### src/rtl/ir_prefetch_queue.sv
// Opcode prefetch queue feeding the instruction register: circular byte buffer with
// valid/ready push, TCU-timed IR load, interrupt opcode injection, flush and stall.
module ir_prefetch_queue #(
  parameter int                    DATA_WIDTH    = 8,
  parameter int                    DEPTH         = 4,
  parameter int                    TCU_WIDTH     = 3,
  parameter int                    LOAD_STEP     = 1,
  parameter logic [DATA_WIDTH-1:0] INJECT_OPCODE = 8'h00,
  parameter bit                    BYPASS        = 1'b1
) (
  input  logic                       i_clk,
  input  logic                       i_reset_n,
  input  logic [DATA_WIDTH-1:0]      i_data,
  input  logic                       i_data_valid,
  output logic                       o_data_ready,
  input  logic [TCU_WIDTH-1:0]       i_tcu,
  input  logic                       i_interrupt,
  input  logic                       i_flush,
  output logic [DATA_WIDTH-1:0]      o_ir,
  output logic [DATA_WIDTH-1:0]      o_head,
  output logic                       o_head_valid,
  output logic                       o_stall,
  output logic                       o_interrupt_taken,
  output logic [$clog2(DEPTH):0]     o_count
);

  localparam int PTR_W = $clog2(DEPTH);
  localparam int CNT_W = PTR_W + 1;

  logic [DATA_WIDTH-1:0] mem_q [DEPTH];
  logic [DATA_WIDTH-1:0] mem_d [DEPTH];
  logic [PTR_W-1:0]      rd_ptr_q, rd_ptr_d;
  logic [PTR_W-1:0]      wr_ptr_q, wr_ptr_d;
  logic [CNT_W-1:0]      count_q, count_d;
  logic [DATA_WIDTH-1:0] ir_q, ir_d;
  logic                  int_taken_q, int_taken_d;

  logic not_empty;
  logic push;
  logic load;
  logic take_int;
  logic pop;
  logic bypass_take;
  logic enqueue;

  assign not_empty    = (count_q != '0);
  assign o_data_ready = (count_q < CNT_W'(DEPTH));
  assign push         = i_data_valid & o_data_ready & ~i_flush;
  assign load         = (i_tcu == TCU_WIDTH'(LOAD_STEP));

  // Load priority: interrupt injection, then queue head, then same-cycle bypass.
  assign take_int     = load & i_interrupt;
  assign pop          = load & ~i_interrupt & ~i_flush & not_empty;
  assign bypass_take  = BYPASS & load & ~i_interrupt & ~i_flush & ~not_empty & push;
  assign enqueue      = push & ~bypass_take;

  assign o_stall      = load & ~i_interrupt & ~(pop | bypass_take);

  always_comb begin
    mem_d       = mem_q;
    rd_ptr_d    = rd_ptr_q;
    wr_ptr_d    = wr_ptr_q;
    count_d     = count_q;
    ir_d        = ir_q;
    int_taken_d = 1'b0;

    if (enqueue) begin
      mem_d[wr_ptr_q] = i_data;
    end

    if (i_flush) begin
      rd_ptr_d = '0;
      wr_ptr_d = '0;
      count_d  = '0;
    end else begin
      if (enqueue) begin
        wr_ptr_d = wr_ptr_q + PTR_W'(1);
      end
      if (pop) begin
        rd_ptr_d = rd_ptr_q + PTR_W'(1);
      end
      count_d = count_q + CNT_W'(enqueue) - CNT_W'(pop);
    end

    if (take_int) begin
      ir_d        = INJECT_OPCODE;
      int_taken_d = 1'b1;
    end else if (pop) begin
      ir_d = mem_q[rd_ptr_q];
    end else if (bypass_take) begin
      ir_d = i_data;
    end
  end

  always_ff @(posedge i_clk or negedge i_reset_n) begin
    if (!i_reset_n) begin
      for (int i = 0; i < DEPTH; i++) begin
        mem_q[i] <= '0;
      end
      rd_ptr_q    <= '0;
      wr_ptr_q    <= '0;
      count_q     <= '0;
      ir_q        <= INJECT_OPCODE;
      int_taken_q <= 1'b0;
    end else begin
      mem_q       <= mem_d;
      rd_ptr_q    <= rd_ptr_d;
      wr_ptr_q    <= wr_ptr_d;
      count_q     <= count_d;
      ir_q        <= ir_d;
      int_taken_q <= int_taken_d;
    end
  end

  assign o_ir              = ir_q;
  assign o_head            = not_empty ? mem_q[rd_ptr_q] : '0;
  assign o_head_valid      = not_empty;
  assign o_interrupt_taken = int_taken_q;
  assign o_count           = count_q;

endmodule

### config.mk
export PLATFORM = sky130hd
export DESIGN_NAME = ir_prefetch_queue
export DESIGN_NICKNAME = d
export VERILOG_FILES = /design/src/rtl/ir_prefetch_queue.sv
export SDC_FILE = /design/constraint.sdc
export NUM_CORES = 1
export LEC_CHECK = 0
export CAP_MARGIN = 0
export CORE_ASPECT_RATIO = 1.2
export CORE_MARGIN = 4
export CORE_UTILIZATION = 35
export CTS_CLUSTER_SIZE = 25
export DETAILED_ROUTE_END_ITERATION = 8
export GPL_TIMING_DRIVEN = 0
export SLEW_MARGIN = 20
export SYNTH_ARGS = -nofsm -noshare
export SYNTH_HDL_FRONTEND = slang
export SYNTH_SLANG_ARGS = --single-unit
### constraint.sdc
create_clock -name i_clk -period 2.4 [get_ports i_clk]
set_input_delay 0.48 -clock i_clk [delete_from_list [all_inputs] [get_ports i_clk]]
set_output_delay 0.48 -clock i_clk [all_outputs]
set_load 0.02 [all_outputs]
Run 1, wire density map:
Drawn at 4 px/um. The die is cut into 17 by 20 equal tiles; white is low, dark blue is high, scaled to the fullest tile. Values are wire area over tile area, all layers added.
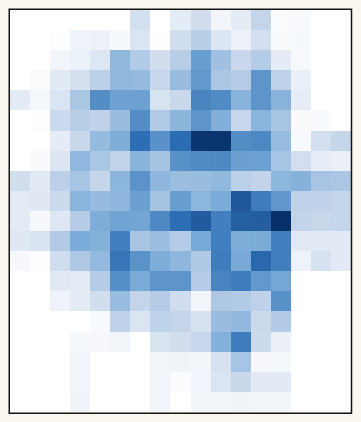
nearly empty tiles: 24%
emptiest ninth of the die: lower left
tiles over half the peak: 17%
fullest tile: 0.44
mean over tiles: 0.11
densest ninth of the die: center

Run 1, logic cells by family:
Drawn at 6 px/um.
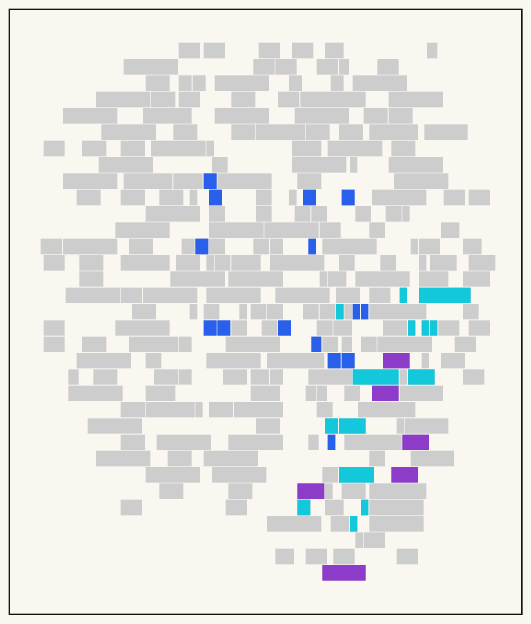
| family | color | cells |
|---|---|---|
| adder and majority cells | purple | 6 |
| NAND gates | blue | 15 |
| NOR gates | cyan | 14 |

==> out/qor.txt, run 1 <==
Status -> completed
HP Class -> in -> async
Post-synth seq share -> 48.02%
Met3 wire length -> 258 um
Total wire length -> 5.992 mm
MaxCap Viol Count -> 0
Initial antenna violation count -> 0
First-pass GRT wire length -> 9.625 mm
Vias in the first global route -> 1803
I/O pin count -> 39
Cell taking the most area after synthesis -> dfrtp_1
Synth flops -> 48
OpenROAD warnings -> 29
Input/output buffers -> 38
Pin count of the biggest net entering global routing -> 26
Mapped cell area -> 2501 um2
CP Launch Type -> flop
CP cell instances -> buf_4 -> mux4_2 -> and2_1 -> dlygate4sd2_1
Vias after detailed routing -> 1744
WL met2 -> 3.080 mm
Clock-pin slew on the worst setup and hold paths -> 0.10 ns
Run 1, layout detail:
Window x 28 to 58, y 15 to 45 um. Cells in gray, sequential cells in the stronger gray; small squares are vias.
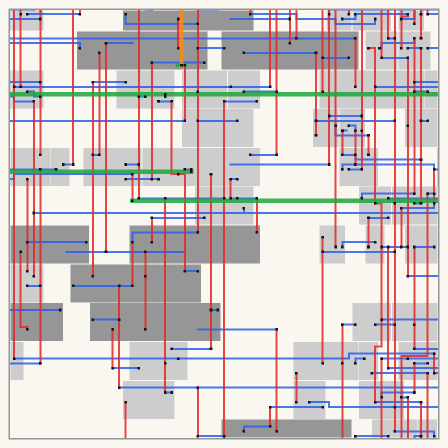
| layer | color |
|---|---|
| met2 | red |
| met1 | blue |
| met4 | orange |
| met3 | green |
sequential cells in the window: 7
netlist names of flops here include: mem_q (5)
most frequent: dfrtp_1 (6), mux2_2 (5)
cells with their middle in the window: 41

Run 1, routing congestion:
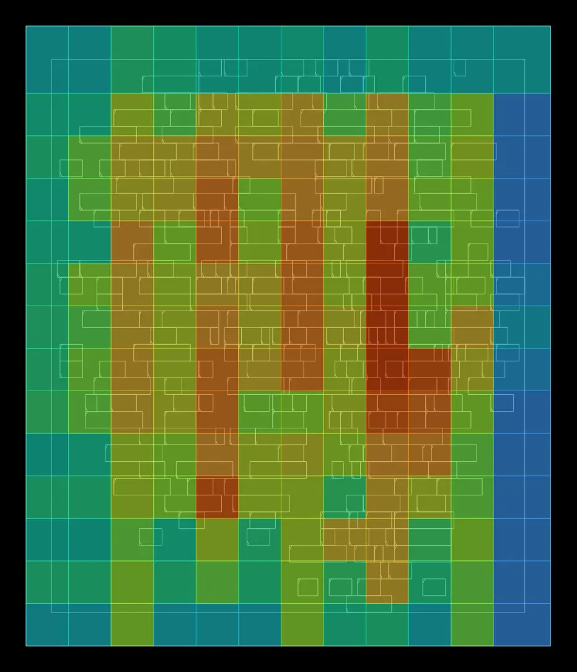
most used routing layer: met2
met2 GRT Util: 24.28%
global-route usage over all layers: 14.51%
met3 GRT Util: 2.780%

-- run 1: timing repair --
action | 4_1_cts | 5_1_grt
setup buffers | 8 | 5
gates cloned | 0 | 2
endpoints found under the hold margin | 0 | 0
endpoints found under the setup margin | 31 | 27
pin swaps | 4 | 1
gates resized | 28 | 21
-- run 1: synth_stat cells --
| master | n |
|---|---|
| a21oi_1 | 3 |
| and2_1 | 8 |
| and4_1 | 1 |
| buf_1 | 1 |
| buf_2 | 3 |
| buf_6 | 1 |
| clkbuf_1 | 7 |
| clkinv_1 | 1 |
| dfrtp_1 | 48 |
| fa_1 | 1 |
| ha_1 | 5 |
| inv_1 | 14 |
| mux2_2 | 33 |
| mux2i_1 | 2 |
| mux4_2 | 8 |
| nand2_1 | 4 |
| nand2b_1 | 1 |
| nand3_1 | 1 |
| nand4_1 | 9 |
| nor2_1 | 7 |
| nor2b_1 | 2 |
| nor3_2 | 1 |
| nor3b_2 | 1 |
| nor4_1 | 1 |
| nor4_2 | 1 |
| nor4b_1 | 1 |
| o211ai_1 | 16 |
| o21ai_0 | 1 |
| o311ai_4 | 4 |
| or3_2 | 1 |
| or4b_1 | 1 |
| or4b_2 | 1 |
| or4bb_2 | 1 |
| xnor2_1 | 1 |
| xor2_1 | 1 |
-- run 1: worst paths after layout --
kind                       cells past startpoint         end         from  slack [ns]
max                                            4   o_head[6]  rd_ptr_q[0]        0.05
min                                            1    mem_q[0]    i_reset_n        0.16
max reg2reg                                   12  o_count[2]   o_count[1]        0.18
min reg2reg                                    1   mem_q[12]    mem_q[12]        0.51
max in group asynchronous                      2   mem_q[19]    i_reset_n        1.70
min in group i_clk                             1   mem_q[12]    mem_q[12]        0.51
-- run 1: cells by family after synthesis --
group | after synthesis | synth area share [%]
fa+ha+maj | 6 | 3.302
flops | 48 | 48.02
buf+inv | 27 | 4.502
mux | 43 | 22.86
xor+xnor | 2 | 0.7005
simple gates | 42 | 10.81
compound gates | 24 | 9.805
-- run 1: power breakdown --
group,total (mW),internal (mW),switching [mW]
combinational,0.788,0.442,0.346
sequential,1.17,1.05,0.122
clock,0.606,0.314,0.292
-- run 1: per-stage QoR --
stage                     area (um2)  hold slack, ns  cells  utilization [%]  power, mW
after global placement          2992          0.4821    317            43.39      1.914
after detailed placement        3007          0.4871    318            43.60      1.934
after floorplan                 2502          0.1844    192                -      1.650
after CTS                       3237          0.1780    332            46.94      2.562
after global routing            3341          0.2039    338            48.45      2.703
final                           3341          0.1602    338            48.45      2.562
-- run 1: critical path: cells and delay by family (launching register included) --
kind                   cells  cell delay, ns
buffers and inverters      2            0.46
DFF                        1            0.43
muxes                      1            0.50
and+or+nand+nor            1            0.18
-- run 1: layout make-up --
class                   instances  area (um2)  area share, %
multi-input cells             117        1227          36.74
flip-flops and latches         48        1202          35.99
repair buffers                 53       543.0          16.25
well taps                      87       108.9          3.258
plain buffers                   9       76.32          2.285
clock buffers                   5       68.82          2.060
inverters                      15       61.31          1.835
clock inverters                 3       46.29          1.386
repair inverters                1       6.256         0.1873
-- run 1: sequential cells by signal, summed over array words and instances, names as in the netlist --
register,count
rd_ptr_q,2
o_ir,8
o_interrupt_taken,1
mem_q,32
o_count,3
wr_ptr_q,2
Run 1, clock wires, drivers and flops:
Drawn at 4 px/um.
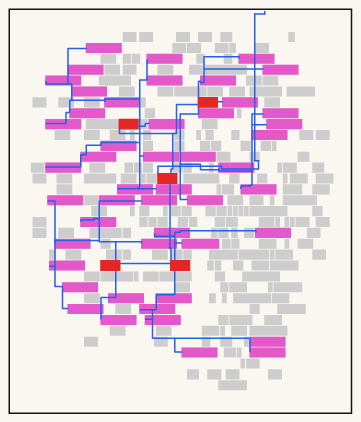

--- run 2 (diff from run 1) ---
--- a/config.mk
+++ b/config.mk
@@ -12,6 +12,7 @@
 export CTS_CLUSTER_SIZE = 25
 export DETAILED_ROUTE_END_ITERATION = 8
 export GPL_TIMING_DRIVEN = 0
+export MAX_ROUTING_LAYER = met4
 export SLEW_MARGIN = 20
 export SYNTH_ARGS = -nofsm -noshare
 export SYNTH_HDL_FRONTEND = slang
Run 2, clock wires, drivers and flops:
Drawn at 4 px/um.
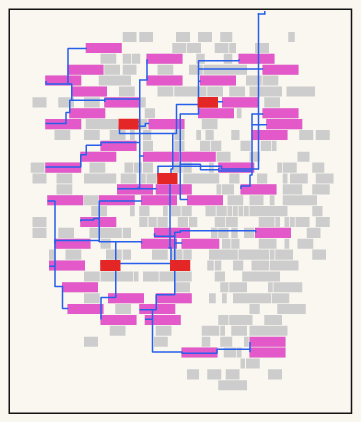
[cells driving clock nets] red | count: 5
[flip-flops] magenta | count: 48
[clock wires] blue | length: 612 um
routed clock nets: 6
Clk network pwr share: 23.6%
Clk. pwr: 0.604 mW

Run 2, wire density map:
Drawn at 4 px/um. The die is cut into 17 by 20 equal tiles; white is low, dark blue is high, scaled to the fullest tile. Values are wire area over tile area, all layers added.
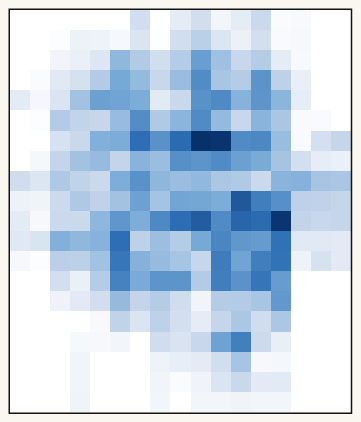
fullest tile: 0.44
emptiest ninth of the die: lower left
nearly empty tiles: 24%
densest ninth of the die: center
tiles over half the peak: 17%

==> run 2 against run 1 <==
Compared with the run above:
- critical path depth unchanged
- hold slack barely moved
- setup slack about the same
- register-to-register slack is essentially flat
- fmax hardly changed
- clock skew hardly changed
- non-clock buffer count unchanged
- utilization unchanged
- sequential share of layout area did not move
- die area did not move
- critical endpoint unchanged
==> out/qor.txt, run 2 <==
Status -> completed
Global-route usage over all layers -> 14.93% (+0.43 points)
CP Launch Type -> flop
Met2 GRT Util -> 24.28% (unchanged)
I/O pin count -> 39 (unchanged)
Clock-pin slew on the worst setup and hold paths -> 0.10 ns (about the same)
Cell taking the most area after synthesis -> dfrtp_1
MaxCap Viol Count -> 0 (unchanged)
Total wire length -> 6.006 mm (+0.23%)
Gate Area -> 1227 um2 (unchanged)
OpenROAD warnings -> 29 (unchanged)
Post-synth seq share -> 48.02% (unchanged)
Post-synth EDFFs -> 0 (unchanged)
Pin count of the biggest net entering global routing -> 26 (unchanged)
Input/output buffers -> 38 (unchanged)
Sequential cell area -> 1202 um2 (unchanged)
Top post-synthesis cells by count -> 48 x dfrtp_1, 33 x mux2_2, 16 x o211ai_1
Synth flops -> 48 (unchanged)
First-pass GRT wire length -> 9.618 mm (about the same)
Met3 GRT Util -> 2.617% (-0.16 points)
Initial antenna violation count -> 0 (unchanged)
Top reg by flops -> mem_q
Max reg flops -> 32 (unchanged)
Util after Layout -> 48.45% (unchanged)
Mapped cell area -> 2501 um2 (unchanged)
Async S/R FF share, synth -> 100.0% (unchanged)
-- run 2: cell counts in the layout (fill, tap and decap cells not counted) --
Identical to the previous run, type by type.
-- run 2: worst paths after layout --
check                      depth (start not counted)        start    endpoint  slack [ns]
setup / recovery                                   4  rd_ptr_q[0]   o_head[6]        0.05
hold / removal                                     1    i_reset_n    mem_q[0]        0.16
setup reg to reg                                  12   o_count[1]  o_count[2]        0.18
hold reg to reg                                    1    mem_q[12]   mem_q[12]        0.51
max in group asynchronous                          2    i_reset_n   mem_q[19]        1.70
min in group i_clk                                 1    mem_q[12]   mem_q[12]        0.51
-- run 2: metrics by stage --
stage	cell area [um2]	power, mW	instances	setup TNS [ns]	hold WS (ns)
floorplan	2502	1.650	192	0	0.1844
global placement	2992	1.914	317	-48.25	0.4821
detailed placement	3007	1.934	318	-18.73	0.4871
CTS	3237	2.562	332	0	0.1780
global route	3341	2.705	338	0	0.2016
finish	3341	2.561	338	0	0.1603
-- run 2: repair_timing --
item,in CTS,in global routing
gates resized,28,21
endpoints found under the setup margin,31,27
pin swaps,4,1
hold buffers,0,0
buffers inserted,8,5
gates cloned,0,2
-- run 2: report_power, final --
part,internal (mW),switching (mW)
Combinational,0.442,0.347
Clock,0.314,0.290
Sequential,1.05,0.122
-- run 2: final cells by class --
cell class / instances / share of cell area, %
Clock inverter: 3 / 1.386
Timing Repair inverter: 1 / 0.1873
Buffer: 9 / 2.285
Inverter: 15 / 1.835
Timing Repair Buffer: 53 / 16.25
Tap cell: 87 / 3.258
Clock buffer: 5 / 2.060
Sequential cell: 48 / 35.99
Multi-Input combinational cell: 117 / 36.74
-- run 2: cells by family after synthesis --
family,count (synthesis),synth area share (%)
adders and majority gates,6,3.302
muxes,43,22.86
buffers and inverters,27,4.502
and+or+nand+nor,42,10.81
xor gates and xnor gates,2,0.7005
DFF,48,48.02
AOI/OAI and AO/OA,24,9.805
-- run 2: routing by layer --
metal  share of wire, %  up-vias
li1                   -      826
met1                 43      870
met2                 51       36
met3                3.6        6
met4                1.8        0
met5                  0        -
-- run 2: critical path, cell delays in order, from the launching register on --
cell and delay (ns):
dfrtp_2 0.43, buf_4 0.14, mux4_2 0.50, and2_1 0.19, dlygate4sd2_1 0.32
No activity file was given, so power comes from the tool's default toggle rates.
